===== src/rtl/fetch_pkg.sv =====
// Shared types for the instruction fetch stage: instruction/address widths,
// the FIFO entry layout and the fetch FSM state encoding.
package fetch_pkg;

  typedef logic [9:0] instr_t;
  typedef logic [7:0] iaddr_t;

  typedef struct packed {
    iaddr_t pc;
    instr_t instr;
  } fetch_entry_t;

  typedef enum logic [0:0] {
    RUN   = 1'b0,
    DRAIN = 1'b1
  } fetch_state_t;

  // Sequential fetch address; wraps 8'hFF -> 8'h00 by width.
  function automatic iaddr_t next_pc(input iaddr_t pc);
    return pc + 8'd1;
  endfunction

endpackage


===== src/rtl/fetch_fifo.sv =====
// Small circular buffer of fetched {pc, instr} entries.
// DEPTH must be a power of two so the pointers wrap naturally.
// Clear empties the buffer and wins over a same-cycle push/pop.
module fetch_fifo
  import fetch_pkg::*;
#(
  parameter int DEPTH = 4,
  localparam int PW = (DEPTH > 1) ? $clog2(DEPTH) : 1,
  localparam int CW = $clog2(DEPTH + 1)
) (
  input  logic          clk,
  input  logic          reset,
  input  logic          clear,
  input  logic          push,
  input  fetch_entry_t  push_data,
  input  logic          pop,
  output logic [CW-1:0] count,
  output fetch_entry_t  head
);

  localparam logic [CW-1:0] DEPTH_C = CW'(DEPTH);

  fetch_entry_t  mem_q [DEPTH];
  logic [PW-1:0] wr_q;
  logic [PW-1:0] rd_q;
  logic [CW-1:0] cnt_q;
  logic          do_push_s;
  logic          do_pop_s;

  // A push into a full buffer is only accepted when a pop frees the head slot.
  assign do_pop_s  = pop & (cnt_q != {CW{1'b0}});
  assign do_push_s = push & ((cnt_q != DEPTH_C) | do_pop_s);

  // Pointer and occupancy bookkeeping.
  always_ff @(posedge clk) begin
    if (reset || clear) begin
      wr_q  <= {PW{1'b0}};
      rd_q  <= {PW{1'b0}};
      cnt_q <= {CW{1'b0}};
    end else begin
      if (do_push_s) wr_q <= wr_q + PW'(1);
      if (do_pop_s)  rd_q <= rd_q + PW'(1);
      cnt_q <= cnt_q + CW'(do_push_s) - CW'(do_pop_s);
    end
  end

  // Entry storage; contents are meaningless while the slot is not occupied.
  always_ff @(posedge clk) begin
    if (do_push_s && !clear && !reset) mem_q[wr_q] <= push_data;
  end

  assign count = cnt_q;
  assign head  = mem_q[rd_q];

endmodule


===== src/rtl/instr_fetch_unit.sv =====
// Fetch stage: sequential imem requests (one outstanding at most), buffered
// in fetch_fifo and handed to decode over valid/ready. A redirect flushes
// the buffer and restarts at the target, draining any in-flight request first.
// Optional: define FETCH_PERF_EN to add saturating stall/flush counters.
module instr_fetch_unit
  import fetch_pkg::*;
#(
  parameter int           DEPTH    = 4,
  parameter logic [7:0]   RESET_PC = 8'h00
) (
  input  logic       clk,
  input  logic       reset,
  output logic       imem_req,
  output logic [7:0] imem_addr,
  input  logic       imem_ack,
  input  logic [9:0] imem_rdata,
  output logic       instr_valid,
  input  logic       instr_ready,
  output logic [9:0] instr_data,
  output logic [7:0] instr_pc,
  input  logic       redirect_valid,
  input  logic [7:0] redirect_pc
`ifdef FETCH_PERF_EN
  ,
  output logic [15:0] perf_stall_cnt,
  output logic [15:0] perf_flush_cnt
`endif
);

  localparam int CW = $clog2(DEPTH + 1);
  localparam logic [CW-1:0] DEPTH_C = CW'(DEPTH);

  fetch_state_t  state_q, state_d;
  logic          req_q, req_d;
  iaddr_t        addr_q, addr_d;
  iaddr_t        target_q, target_d;

  logic          push_s;
  logic          pop_s;
  logic          clear_s;
  logic [CW-1:0] count_s;
  logic [CW-1:0] count_after_s;
  fetch_entry_t  push_data_s;
  fetch_entry_t  head_s;

  // Only a completion in RUN without a redirect is kept; everything else is stale.
  assign push_s        = (state_q == RUN) & req_q & imem_ack & ~redirect_valid;
  assign pop_s         = instr_valid & instr_ready & ~redirect_valid;
  assign clear_s       = redirect_valid;
  assign push_data_s   = '{pc: addr_q, instr: imem_rdata};
  // Occupancy after this edge; the next launch reserves one slot against it.
  assign count_after_s = count_s + CW'(push_s) - CW'(pop_s);

  fetch_fifo #(.DEPTH(DEPTH)) u_fifo (
    .clk       (clk),
    .reset     (reset),
    .clear     (clear_s),
    .push      (push_s),
    .push_data (push_data_s),
    .pop       (pop_s),
    .count     (count_s),
    .head      (head_s)
  );

  // State, request and address registers.
  always_ff @(posedge clk) begin
    if (reset) begin
      state_q  <= RUN;
      req_q    <= 1'b0;
      addr_q   <= RESET_PC;
      target_q <= RESET_PC;
    end else begin
      state_q  <= state_d;
      req_q    <= req_d;
      addr_q   <= addr_d;
      target_q <= target_d;
    end
  end

  // Next-state: launch/hold decisions, redirect handling and drain of stale requests.
  always_comb begin
    state_d  = state_q;
    req_d    = req_q;
    addr_d   = addr_q;
    target_d = target_q;
    case (state_q)
      RUN: begin
        if (redirect_valid) begin
          target_d = redirect_pc;
          if (req_q && !imem_ack) begin
            // In-flight request cannot be retracted; wait it out.
            state_d = DRAIN;
            req_d   = 1'b1;
            addr_d  = addr_q;
          end else begin
            state_d = RUN;
            req_d   = 1'b1;
            addr_d  = redirect_pc;
          end
        end else begin
          state_d = RUN;
          if (req_q && imem_ack) begin
            addr_d = next_pc(addr_q);
          end else begin
            addr_d = addr_q;
          end
          req_d = (req_q & ~imem_ack) | (count_after_s < DEPTH_C);
        end
      end
      DRAIN: begin
        if (redirect_valid) begin
          target_d = redirect_pc;
        end else begin
          target_d = target_q;
        end
        if (imem_ack) begin
          state_d = RUN;
          req_d   = 1'b1;
          addr_d  = redirect_valid ? redirect_pc : target_q;
        end else begin
          state_d = DRAIN;
          req_d   = 1'b1;
          addr_d  = addr_q;
        end
      end
      default: begin
        state_d  = RUN;
        req_d    = 1'b0;
        addr_d   = RESET_PC;
        target_d = RESET_PC;
      end
    endcase
  end

  assign imem_req    = req_q;
  assign imem_addr   = addr_q;
  assign instr_valid = (count_s != {CW{1'b0}});
  assign instr_data  = instr_valid ? head_s.instr : 10'd0;
  assign instr_pc    = instr_valid ? head_s.pc    : 8'd0;

`ifdef FETCH_PERF_EN
  logic [15:0] stall_q;
  logic [15:0] flush_q;

  // Saturating counters for request stall cycles and redirects.
  always_ff @(posedge clk) begin
    if (reset) begin
      stall_q <= 16'd0;
      flush_q <= 16'd0;
    end else begin
      if (req_q && !imem_ack && (stall_q != 16'hFFFF)) stall_q <= stall_q + 16'd1;
      if (redirect_valid && (flush_q != 16'hFFFF))     flush_q <= flush_q + 16'd1;
    end
  end

  assign perf_stall_cnt = stall_q;
  assign perf_flush_cnt = flush_q;
`endif

endmodule


===== config.mk =====
export PLATFORM = sky130hd
export DESIGN_NAME = instr_fetch_unit
export DESIGN_NICKNAME = d
export VERILOG_FILES = /design/src/rtl/fetch_pkg.sv /design/src/rtl/fetch_fifo.sv /design/src/rtl/instr_fetch_unit.sv
export SDC_FILE = /design/constraint.sdc
export NUM_CORES = 1
export LEC_CHECK = 0
export ABC_AREA = 1
export CAP_MARGIN = 20
export CORE_MARGIN = 4
export CORE_UTILIZATION = 60
export DETAILED_ROUTE_END_ITERATION = 6
export PLACE_DENSITY = 0.87
export SLEW_MARGIN = 20
export SYNTH_ARGS = -nofsm -noshare
export SYNTH_HDL_FRONTEND = slang
export SYNTH_SLANG_ARGS = --single-unit

===== constraint.sdc =====
create_clock -name clk -period 3.6 [get_ports clk]
set_input_delay 0.9 -clock clk [delete_from_list [all_inputs] [get_ports clk]]
set_output_delay 0.9 -clock clk [all_outputs]
set_load 0.01 [all_outputs]

run_1/met3.png
Scale: 4 px per um.
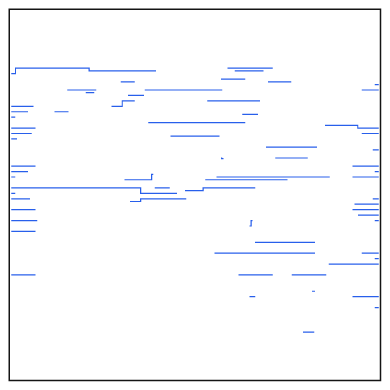
- share of all routed wire: 6.2%
- main direction: horizontal
- nets with wire on the layer: 55
GRT met3 Usage: 4.47%
drt total wl: 8370 um
Vias: 3097

run_1/final_congestion.png
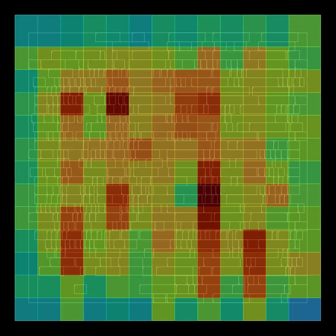
final core utilization: 74.0%
final routed wire length divided by cell count: 14.3 um
global-route track usage on met1: 24.8%

run_1/cell_classes.png
Scale: 4 px per um. Fill, decap, tap and diode cells in grey.
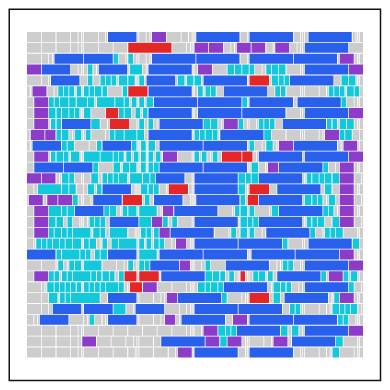
- flip-flops: blue (cells 99)
- other buffers and delay cells: purple (cells 60)
- clock drivers and dummy loads: red (cells 16)
- all other logic: cyan (cells 315)
sequential portion of the cell area: 53.2%
Non-Filler Cell Area, Final: 0.00508 sq mm

run_1/drive_strength.png
Scale: 4 px per um.
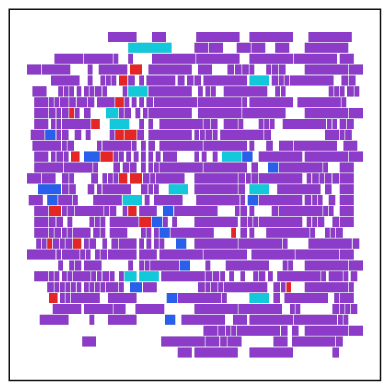
- drive 2: red (cells 19; share 3.9%)
- drive 1 or less: purple (cells 444; share 91%)
- drive 6 and up: cyan (cells 12; share 2.4%)
- drive 3 to 4: blue (cells 15; share 3.1%)
synthesis-to-finish area growth: 18.8%
layout buffer count excluding clock buffers: 60

==> summary.txt, run 1 <==
Here are the numbers from the latest Yosys + OpenROAD run.

The flow ran to the end, and the final reports show no timing, DRC or antenna violations. The worst path arrival time is 2.24 ns. Per the synthesis report, the adder-cell share of the synthesized area is 3.10%. The cell count after synthesis is 429.

Per the synthesis report, the AND-OR/OR-AND share of the synthesized area is 10.9%. The power density normalized to cell area came out at 424 mW/mm^2. The number of primary I/O pins came out at 51.

OpenSTA lists the critical path endpoint as instr_data[9]. The biggest fanout along the worst timing path came out at 36. Per the CTS log, the maximum H-tree level is 3.

The worst hold path was traced through 2 stages. Per the area breakdown, the dominant cell category is flip-flops and latches. In the final layout, flip-flops and latches occupy 0.00270 sq mm. Setup repair after global routing left no endpoint under its margin. Of the available clock period, the critical path in the final layout requires 87.3%.

Counting instances in the post-synthesis netlist gives the leading cell types as sky130_fd_sc_hd__nor2_1 (97), sky130_fd_sc_hd__edfxtp_1 (72), sky130_fd_sc_hd__nand2_1 (54). The area share of xor/xnor cells in the synthesized design came out at 0.410%. The final worst setup slack came out at 0.458 ns. The register bank with the most flops is u_fifo.mem_q. Measured on the final layout, the clock distribution area share stands at 3.92%. The post-place setup slack came out at 0.426 ns.

Buffers outside the clock tree occupy 11.3% of the routed design's cell area. The count of TritonRoute iterations in the first routing pass came out at 5. The post-cts sizing count came out at 0. The number of buffers on the longest clock path came out at 2. The starting density of the core came out at 62.2%. The number of global-route vias before repair came out at 3051. Counting distinct cell types in the post-synthesis netlist gives 30. The final sum of negative setup slack is 0 ns.

The post-synthesis async set-or-reset flop share came out at 0%. After legalization and detailed placement, the total HPWL measured 5560 um. The antenna diode count is 0. The top cell type by instance count after synthesis is sky130_fd_sc_hd__nor2_1. TritonCTS built the clock tree.

Yosys stat counts 429 cells in the synthesized netlist. Dividing the detail-routed via count by the number of cells gives 5.28. Once layout is complete, the cells apart from fillers number 586. The number of flip-flops and latches came out at 99.

The logic share of the area is 26.2%. The final net count came out at 518. The share of cells above drive strength 1 came out at 9.39%.

STA reports a reg2reg setup slack of 1.38 ns. After layout, the inverter instance count without clock inverters stands at 40. The overall power came out at 2150 uW. The headroom to the max-slew limit is 65.6%. The source-to-sink clock delay at the later pin of the worst-skew pair is 0.36 ns. The net count after synthesis came out at 462.

In the synthesized netlist, the dominant kind of combinational cell is simple AND/OR/NAND/NOR gates. The part of the Yosys area used for sequential elements is 63.2%. The number of OpenROAD warnings is 29. In this run the VDD rail shows a maximum IR drop of 267 uV.

The number of antenna violations at the first check in global routing is 0. The die extent in y came out at 92.4 um. For this run, design rule violations remaining after detail routing come to 0.

The global-route congestion overflow total came out at 0. Per the timing report, the most critical flop-to-flop path originates at u_fifo.count[1]. Yosys reports the multiplexer fraction of the synthesized area as 0%. The dominant logic cell type in the layout is sky130_fd_sc_hd__nor2_1. The count of clock-net buffers in the final layout is 9. The area of the die is 0.00854 sq mm.

The area share of and/or/nand/nor cells after synthesis came out at 16.7%. The first-pass GRT wire length is 14100 um. Once detail routing completed, the nets flagged for antenna violations numbered 0.

The core area came out at 0.00687 sq mm. The top achievable clock speed came out at 318 MHz. Ranked by total cell area, the synthesized netlist is headed by sky130_fd_sc_hd__edfxtp_1 (51%), sky130_fd_sc_hd__dfxtp_1 (13%), sky130_fd_sc_hd__nor2_1 (8.5%), sky130_fd_sc_hd__o21ai_0 (5.2%), sky130_fd_sc_hd__nand2_1 (4.7%). The worst setup path is launched from a flop.

The clock sink total is 99. The area taken by multi-input combinational cells is reported as 0.00133 sq mm. The clock transition time at the flip-flop clock pins of the worst setup and hold paths came out at 0.09 ns. The overall routing resource usage is 20.9%. The setup-violating endpoint count in the final report is 0. The number of cells after detailed placement came out at 570. The endpoint of the worst hold path is reported as target_q[3].

The library cells used most frequently in the layout, excluding fill and tap cells, are sky130_fd_sc_hd__nor2_1 (97), sky130_fd_sc_hd__edfxtp_1 (72), sky130_fd_sc_hd__nand2_1 (54), sky130_fd_sc_hd__clkdlybuf4s50_1 (50), sky130_fd_sc_hd__o21ai_0 (44). The share of the synthesized area in the top cell type is 50.6%. Logic depth along the worst register-to-register path is recorded as 10. The final weighted congestion in routability-driven placement came out at 0.836. The number of buffers inserted to repair setup after CTS came out at 0.

The max capacitance violation total came out at 0. The number of placement rows is 30. The count of hold-fix buffers inserted at cts is 0. TritonCTS created 9 clock buffers.

The final period demand of the worst path is 3.14 ns. The chip area in the Yosys report came out at 0.00428 sq mm. Counting the fill cells in the layout gives 464. The critical path data required time came out at 2.70 ns. In this run the worst hold path is classified as reg -> reg. The script extracted a total leakage power of 0.00189 uW. The count of flip-flops with a built-in enable after synthesis came out at 72.

The element type at the critical path end is an output port. The average cell area after synthesis is 9.97 sq um. The count of multi-input gates is 275. The maximum number of pins on one net before global-route repair is 37. The horizontal die dimension came out at 92.4 um.

The yosys warning tally is 0. The endpoint identified for the worst register-to-register timing path is u_fifo.count[2]. The beginning of the worst hold path is target_q[3]. The synthesized design contains 99 register bits. Input and output buffers added on the ports amount to 50. The register with the most flip-flops in the layout has 72 of them. The final worst clock skew is 0.00849 ns. The commonest register cell is sky130_fd_sc_hd__edfxtp_1. The synthesized netlist occupies a cell area of 0.00428 sq mm.

Of all cell types, the one taking the most synthesized area is sky130_fd_sc_hd__edfxtp_1. The worst setup path is of the reg -> out kind. The well tap count is 96. The hold violation total from the final report is 0. The clock tree root driver cell is sky130_fd_sc_hd__clkbuf_8. The tightest hold path in the finished design has a slack of 0.472 ns.

The DRC violation total after the first TritonRoute iteration came out at 162. In the final report, the number of pins over their slew limit comes to 0. The post-place instance area came out at 0.00488 sq mm. For the pin with the worst max-slew slack, the measured transition is 0.515 ns.
## run 1: layer usage
metal / up-vias / routed length [um] / track usage, % / share of wire [%]
met1: 1449 / 3460 / 24.8 / 41
met4: 0 / 93 / 7.18 / 1.1
li1: 1542 / - / - / -
met2: 96 / 4290 / 37.5 / 51
met5: - / 0 / 0 / 0
met3: 10 / 521 / 4.47 / 6.2
## run 1: critical path, stage by stage, from the launching register on
cell	delay (ns)
sky130_fd_sc_hd__dfxtp_1	0.30
sky130_fd_sc_hd__buf_4	0.18
sky130_fd_sc_hd__inv_2	0.40
sky130_fd_sc_hd__o21ai_0	0.21
sky130_fd_sc_hd__a21oi_1	0.22
sky130_fd_sc_hd__clkdlybuf4s50_1	0.56
## run 1: power breakdown
part	internal [uW]	switching (uW)
logic	83.7	94.3
registers	1250	25.9
clock network	325	378
==> run 1 -> run 2 <==
--- a/config.mk
+++ b/config.mk
@@ -7,9 +7,11 @@
 export LEC_CHECK = 0
 export ABC_AREA = 1
 export CAP_MARGIN = 20
+export CORE_ASPECT_RATIO = 1.4
 export CORE_MARGIN = 4
 export CORE_UTILIZATION = 60
 export DETAILED_ROUTE_END_ITERATION = 6
+export HOLD_SLACK_MARGIN = 0.15
 export PLACE_DENSITY = 0.87
 export SLEW_MARGIN = 20
 export SYNTH_ARGS = -nofsm -noshare
run_2/met3.png
Scale: 4 px per um.
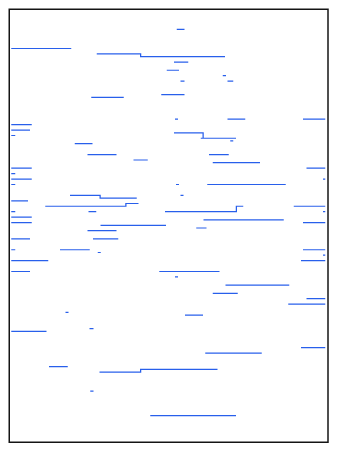
- main direction: horizontal
- longest straight run: 21.2 um
GRT met3 Usage: 4.61%
drt total wl: 8420 um
Vias: 3059

==> run 2 against run 1 <==
Against the previous run: critical path depth unchanged; hold slack better by 0.0051 ns; synthesized cell count did not move; first-iteration DRC count rose by 93%; clock skew fell by 0.0026 ns; critical endpoint is now instr_pc[5]; largest power group unchanged.
==> summary.txt, run 2 <==
Here are the numbers from the latest Yosys + OpenROAD run.

Of the total power, the share spent switching nets is 22.9%. Signal nets in the final route climb as high as met4. Per the GRT log, the top usage layer is met2. The congestion estimate from routability-driven global placement came to 0.801. The detailed router put a total of 3270 um of wire on met1. The number of hold buffers added after CTS was 0.

The number of primary I/O pins is 51. The proportion of power drawn by the clock network is 29.9%. The final clock period utilization by the worst path came out at 90.1%.

Among logic cells in the layout, the one with the most instances is sky130_fd_sc_hd__nor2_1. In this run, the synthesized area fraction spent on AND-OR/OR-AND gates is recorded as 10.9%. The tightest min-delay check is of the reg -> reg type. IR analysis of the VDD net gives a maximum drop of 254 uV.

The die is 79.3 um wide. The headroom to the max-slew limit came out at 62.6%. The detail route stage leaves a number of antenna-violating nets equal to 0. The max capacitance violation total came out at 0.

The final period demand of the worst path came out at 3.24 ns. The cell count after synthesis is 429. The critical path ends at instr_pc[5]. Counting every net in the synthesized netlist gives 462. The worst reg2reg path endpoint is u_fifo.count[2]. The logic depth of the worst setup path including buffers is 5.

The top power consumer group is registers. The transition at the pin with the smallest max-transition slack came out at 0.558 ns. The main area contributors are sky130_fd_sc_hd__edfxtp_1 (51%), sky130_fd_sc_hd__dfxtp_1 (13%), sky130_fd_sc_hd__nor2_1 (8.5%), sky130_fd_sc_hd__o21ai_0 (5.2%), sky130_fd_sc_hd__nand2_1 (4.7%). The tally of unique sky130hd cells used after synthesis came out at 30.

The starting density of the core came out at 61.6%. The highest clock rate this design can be run at is 308 MHz. The mapped netlist covers 0.00428 sq mm. Per the final layout report, the fraction of cells sized above drive strength 1 comes to 9.02%. The main flop type is sky130_fd_sc_hd__edfxtp_1. TritonCTS built the clock tree. After detailed routing, the met2 layer carries 4390 um of wire.

The register with the most flip-flops in the layout has 72 of them. The peak per-stage delay on the critical path came out at 0.59 ns. The antenna diode count is 0.

Leaving out fill and tap cells, the most frequent cells in the layout are sky130_fd_sc_hd__nor2_1 (97), sky130_fd_sc_hd__edfxtp_1 (72), sky130_fd_sc_hd__nand2_1 (54), sky130_fd_sc_hd__clkdlybuf4s50_1 (50), sky130_fd_sc_hd__o21ai_0 (44). The number of global-route vias before repair was 3056. Summing the sequential cell areas from Yosys gives 63.2% of the chip area.

The top cell type by area accounts for 50.6% of the synthesized area. The clock H-tree reported by CTS has 3 levels. The startpoint identified for the worst hold timing path is target_q[6]. The flop-to-flop setup slack came out at 1.38 ns. The die extent in y came out at 108 um.

In the final report, the number of hold violations comes to 0. Listed in order, past its start point the critical path passes inv_1 > nand2_1 > clkinv_1 > a21oi_1 > clkdlybuf4s50_1. Per the OpenROAD power report, switching power amounts to 473 uW.

The count of unresolved DRC violations after routing came out at 0. On the critical path, the stage with the largest delay is an instance of sky130_fd_sc_hd__clkdlybuf4s50_1. The global-route congestion overflow total is 0. The yosys cell count came out at 429. Prior to clock tree synthesis, the placed netlist has a worst setup slack of 0.452 ns. At the worst endpoint, the required time is 2.70 ns. The worst path arrival time came out at 2.34 ns. The number of OpenROAD warnings came out at 29. In the power breakdown, the internal column shows 1590 uW. After synthesis, the share of flip-flops with an asynchronous set or reset is 0%. The global-route met1 utilization is 24.2%.

The met2 routing resource usage after global routing is 36.6%. The chip area in the Yosys report came out at 0.00428 sq mm. The violation tally recorded at the end of detailed-routing iteration 0 is 313. The synthesis run identifies the leading combinational cell family as simple AND/OR/NAND/NOR gates. The share of synthesized cell area in full adder, half adder and majority cells came out at 3.10%. Per the placement log, port buffering inserted 50 buffers. The worst setup path is of the reg -> out kind. The sink of the worst hold path is target_q[6]. The pre-antenna-repair detailed-routing pass consisted of 4 iterations.

The area share of and/or/nand/nor cells after synthesis came out at 16.7%. The worst hold path cell count is 2. The flow reports power dissipated in sequential cells as 1270 uW.

The final worst clock skew is 0.00584 ns. In this run the standard cell core region covers 0.00694 sq mm. The post-cts sizing count came out at 0. The largest total area in the synthesized netlist belongs to sky130_fd_sc_hd__edfxtp_1.

The wire length per cell came out at 14.4 um. Per STA, the worst path accumulates the most delay in the family buffers and inverters. The number of buffers on the longest clock path came out at 2. The clock distribution power came out at 617 uW.

The number of antenna violations at the first check in global routing is 0. The synthesized netlist devotes 0.410% of its cell area to XOR and XNOR gates. Counting flops per register, the top entry is u_fifo.mem_q. After synthesis, the most frequently instantiated cells are sky130_fd_sc_hd__nor2_1 (97), sky130_fd_sc_hd__edfxtp_1 (72), sky130_fd_sc_hd__nand2_1 (54). The overall routing resource usage came out at 21.0%. The final sum of negative setup slack came out at 0 ns. The detailed placer's ending HPWL came out at 5550 um. Per report_power, the Combinational row totals 174 uW. Setup repair after global routing left no endpoint under its margin. The flip-flop and latch count after synthesis is 99. The combinational group share of total power is 8.4%.

The share of cell area taken by muxes after synthesis came out at 0%. The path depth of the worst reg2reg path is 10. The average cell area after synthesis came out at 9.97 sq um. The launch point of the worst register-to-register path is recorded as u_fifo.count[1].

The clock tree root driver cell is sky130_fd_sc_hd__clkbuf_8. For the worst-skew pair, the clock arrives at the later sink with an insertion delay of 0.36 ns. For this run, the detailed router reports a per-instance via density of 5.25. The buffers plus inverters on the worst setup path is 3.

The clock transition time at the flip-flop clock pins of the worst setup and hold paths is 0.09 ns. The worst hold slack came out at 0.477 ns. The number of buffers inserted to repair setup after CTS is 0. The sequential fraction of design power came out at 61.7%. The power density normalized to cell area came out at 410 mW/mm^2. The number of cells after detailed placement came out at 567. According to the finish report, the design has a final net count of 516. The routed design uses 489 um of met3 wire. The worst setup path is captured at an output port. The count of flip-flops with a built-in enable after synthesis came out at 72. Yosys printed 0 warnings. The flow ran to the end, and the final reports show no timing, DRC or antenna violations.

The static leakage is 0.00188 uW. The number of standard cells in the final layout excluding fillers is 583. Looking at the critical path, the highest net fanout was 18. STA classifies the critical path startpoint as a flop. The die covers 0.00856 sq mm.
run_2/drive_strength.png
Scale: 3 px per um.
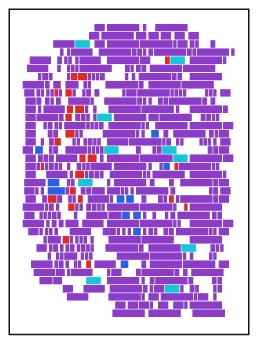
- drive 6 and up: cyan (cells 10; share 2.0%)
- drive 1 or less: purple (cells 444; share 91%)
- drive 3 to 4: blue (cells 11; share 2.3%)
- drive 2: red (cells 23; share 4.7%)
layout buffer count excluding clock buffers: 58
synthesis-to-finish area growth: 17.7%
setup slack after layout: 0.357 ns
Non-Filler Cell Area, Final: 0.00503 sq mm

## run 2: cell type report
| class | count | area, sq um |
|---|---|---|
| Sequential cell | 99 | 2700 |
| Fill cell | 514 | 1900 |
| Multi-Input combinational cell | 275 | 1330 |
| Timing Repair Buffer | 58 | 561 |
| Inverter | 40 | 150 |
| Clock buffer | 10 | 138 |
| Tap cell | 95 | 119 |
| Clock inverter | 6 | 30.0 |
## run 2: through the flow
step | instance area (sq um) | power, uW | util [%]
detailed placement | 4860 | 1470 | 70.1
floorplan | 4280 | 1390 | -
global placement | 4860 | 1470 | 70.1
CTS | 5030 | 2080 | 72.5
global route | 5030 | 2140 | 72.5
finish | 5030 | 2070 | 72.5
==> run 2 -> run 3 <==
--- a/config.mk
+++ b/config.mk
@@ -8,12 +8,12 @@
 export ABC_AREA = 1
 export CAP_MARGIN = 20
 export CORE_ASPECT_RATIO = 1.4
-export CORE_MARGIN = 4
 export CORE_UTILIZATION = 60
 export DETAILED_ROUTE_END_ITERATION = 6
 export HOLD_SLACK_MARGIN = 0.15
-export PLACE_DENSITY = 0.87
+export PLACE_DENSITY_LB_ADDON = 0.05
 export SLEW_MARGIN = 20
 export SYNTH_ARGS = -nofsm -noshare
 export SYNTH_HDL_FRONTEND = slang
+export SYNTH_HIERARCHICAL = 1
 export SYNTH_SLANG_ARGS = --single-unit
run_3/drive_strength.png
Scale: 4 px per um.
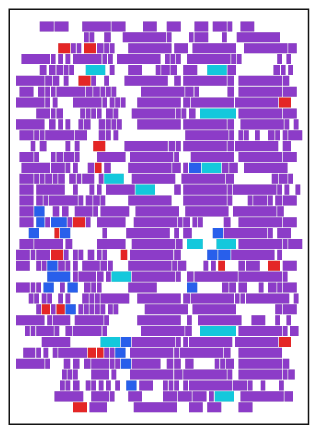
- drive 2: red (cells 18; share 3.6%)
- drive 1 or less: purple (cells 455; share 90%)
- drive 6 and up: cyan (cells 12; share 2.4%)
- drive 3 to 4: blue (cells 19; share 3.8%)
synthesis-to-finish area growth: 17.9%
Non-Filler Cell Area, Final: 0.00519 sq mm

==> run 3 against run 2 <==
Against the previous run: combinational power fell by 17%; critical path depth up 1; global-route usage increased by 1.1 points; first-iteration DRC count decreased by 42%; highest routed layer unchanged; count of clock-buffer cells in the layout rose by 1; worst setup slack got worse by 0.00079 ns; sequential power hardly changed; hold slack worse by 0.010 ns; clock skew grew 0.0033 ns; power up 1.4%; critical path type unchanged; register-to-register slack lost 0.34 ns; largest power group unchanged.
==> summary.txt, run 3 <==
Here are the numbers from the latest Yosys + OpenROAD run.

By instance count, the leading cell after synthesis is sky130_fd_sc_hd__nor2_1. The detail route stage leaves a number of antenna-violating nets equal to 0. The routed wirelength on the met1 layer is recorded as 3210 um. The core area came out at 0.00703 sq mm.

For reference, the top cells by area after synthesis are sky130_fd_sc_hd__edfxtp_1 (49%), sky130_fd_sc_hd__dfxtp_1 (12%), sky130_fd_sc_hd__nor2_1 (7.4%), sky130_fd_sc_hd__nand2_1 (5.0%), sky130_fd_sc_hd__inv_1 (4.6%). Signal routing reaches up to met4. The headroom to the max-slew limit came out at 62.6%.

Per the timing report, the biggest fanout along the worst path comes to 14. The tree is rooted in a sky130_fd_sc_hd__clkbuf_8. The chip area in the Yosys report is 0.00441 sq mm. The met2 routed wirelength is 4130 um.

After clock tree synthesis, the clock-pin slew on the worst setup and hold paths is 0.09 ns. The part of the Yosys area used for sequential elements came out at 61.3%. Looking at hold timing, the worst path starts from target_q[2]. The iteration count recorded for the first detailed-route pass is 5. The sink of the worst hold path is target_q[2]. The final report gives the core utilization as 73.9%. The well tap count is 95. The final timing report lists a hold violation count of 0. The first-pass GRT wire length came out at 12400 um.

The peak per-stage delay on the critical path came out at 0.68 ns. The number of antenna violations at the first check in global routing came out at 0. The final-layout fill cell count is 516.

The count of clock-net buffers in the final layout is 11. The non-clock buffer count in the final layout is 64. The stage logs contain a warning count of 29. The post-placement cell area is 0.00499 sq mm. Global routing consumed, over all layers together, 22.1% of the routing resources. The internal power is 1650 uW. The final worst clock skew is 0.00916 ns.

The number of global-route vias before repair came out at 2856. STA lists the endpoint of the worst register-to-register path as u_fifo/count[2]. The worst path arrival time came out at 2.34 ns. The yosys warning tally is 6. The cell-mix breakdown from Yosys lists the adder-cell area share as 3.01%. Registers take 0.00270 sq mm.

Per the finish-stage timing summary, setup violations number 0. The flip-flop and latch power came out at 1270 uW. For this design, Yosys synthesis ends with a cell count of 439. The number of primary I/O pins is 51. The number of buffers inserted to repair setup after CTS came out at 0.

The flow ran to the end, and the final reports show no timing, DRC or antenna violations. The class of the most critical setup path is reg -> out. The count of multi-input gates came out at 266. For the clock group, total power comes out at 685 uW.

The sequential fraction of design power is 60.4%. The flop-to-flop setup slack came out at 1.04 ns. Of all the cell area in the finished design, the clock network holds 3.97%. The share of cells above drive strength 1 is 9.72%. Pins over their slew limit in the final report were tallied at 0. The level count of the clock H-tree came out at 3. The power density normalized to cell area came out at 403 mW/mm^2.

The combinational logic power is 144 uW. The detailed placer's ending HPWL is 5140 um. The proportion of power drawn by the clock network is 32.7%. Counting the buffers created by CTS gives 9.

The worst min-delay path class is reg -> reg. Yosys reports that the most numerous cell types are sky130_fd_sc_hd__nor2_1 (87), sky130_fd_sc_hd__edfxtp_1 (72), sky130_fd_sc_hd__nand2_1 (59). After layout, the design draws a total of 2090 uW.

The DRC violation total left in the routed layout is recorded as 0. The footprint of the multi-input gates is 0.00133 sq mm. The final sum of negative setup slack came out at 0 ns. The buffers plus inverters on the worst setup path came out at 3. Setup repair after global routing left no endpoint under its margin.

The share of the synthesized area in the top cell type came out at 49.1%. After the first detailed-routing iteration, the DRC count stood at 181. The number of flip-flops in the largest register is 72. The worst setup path is captured at an output port.

The synthesized design spends more area on one cell type than any other, namely sky130_fd_sc_hd__edfxtp_1. The synthesis report names the predominant flop master as sky130_fd_sc_hd__edfxtp_1. The combinational group share of total power is 6.9%.

STA classifies the critical path startpoint as a flop. The final weighted congestion in routability-driven placement is 0.829. The flip-flop and latch count after synthesis is 99. The path depth of the worst reg2reg path is 15. The die is 74.4 um wide. The switching component of the power came out at 447 uW. At the pin with the least slew margin, the transition time is 0.561 ns. The mapped cell area came out at 0.00441 sq mm. TritonCTS built the clock tree. The analysis reports a worst IR drop on VDD of 263 uV. The number of buffers on the longest clock path came out at 2.

After layout, the inverter instance count without clock inverters stands at 59. Per the placement report, the placed cell count is 583. The met3 layer wire length in the routed design came out at 345 um. In this run the full chip footprint comes out at 0.00769 sq mm. TritonCTS reports the number of clock sinks as 99. The top achievable clock speed came out at 308 MHz. The final period demand of the worst path came out at 3.24 ns.

After clock tree synthesis, the repair step resized 0 gates. The number of flip-flops and latches came out at 99. The post-synthesis async set-or-reset flop share came out at 0%. The number of antenna diodes in the final layout is 0.

Net switching is 21.3% of the power. The kind of cell adding the most delay to the critical path is buffers and inverters. The dominant non-sequential cell family after synthesis is simple AND/OR/NAND/NOR gates. The source-to-sink clock delay at the later pin of the worst-skew pair is 0.36 ns. The launch point of the worst register-to-register path is recorded as u_fifo/count[1].

The net count after synthesis came out at 472. Per the run summary, max-cap violations total 0. The final routed wirelength across all metal layers is 7910 um. Ranked by total area, the top cell class in this layout is flip-flops and latches. The final worst setup slack is 0.356 ns. More flip-flops sit in one register than any other, and that register is u_fifo/mem_q. For this block, the via count after detailed routing is 3134.

The starting density of the core is 62.7%. The count of buffers from port buffering is 50. The number of placement rows is 36.
run_3/gate_families.png
Scale: 4 px per um.
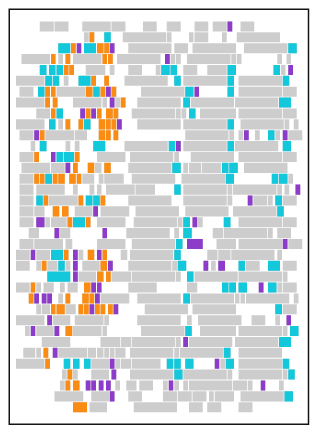
- NAND gates: orange (cells 79)
- inverting AOI/OAI gates: cyan (cells 83; where spread over the die)
- inverters: purple (cells 59; where spread over the die)
Comb/total area: 25.6%
most common logic cell in the routed design: sky130_fd_sc_hd__nor2_1
post-route non-filler standard cell count: 599

run 3: cell count changes in the layout (fill, tap and decap cells not counted), sizes merged, moves of 4 or more:
cell and change:
inv +17, nand2 +4, a21oi -19, nand3 +6, nor2 -13, o22ai +18, buf +6
run 3: worst max path at each step:
| stage | to | slack (ns) | cells after the start |
|---|---|---|---|
| after floorplan | u_fifo/mem_q[0][0] | 0.69 | 8 |
| after global placement | u_fifo/count[2] | 0.52 | 13 |
| after detailed placement | u_fifo/count[2] | 0.45 | 13 |
| after CTS | instr_data[4] | 0.32 | 6 |
| after global routing | instr_pc[5] | 0.15 | 6 |
| final | instr_data[4] | 0.36 | 6 |
run 3: routing by layer:
layer	vias up	track usage, %
met1	1452	24.7
met5	-	0
met4	0	12.2
met3	19	4.36
met2	90	38.9
li1	1573	-
No activity file was given, so power comes from the tool's default toggle rates.
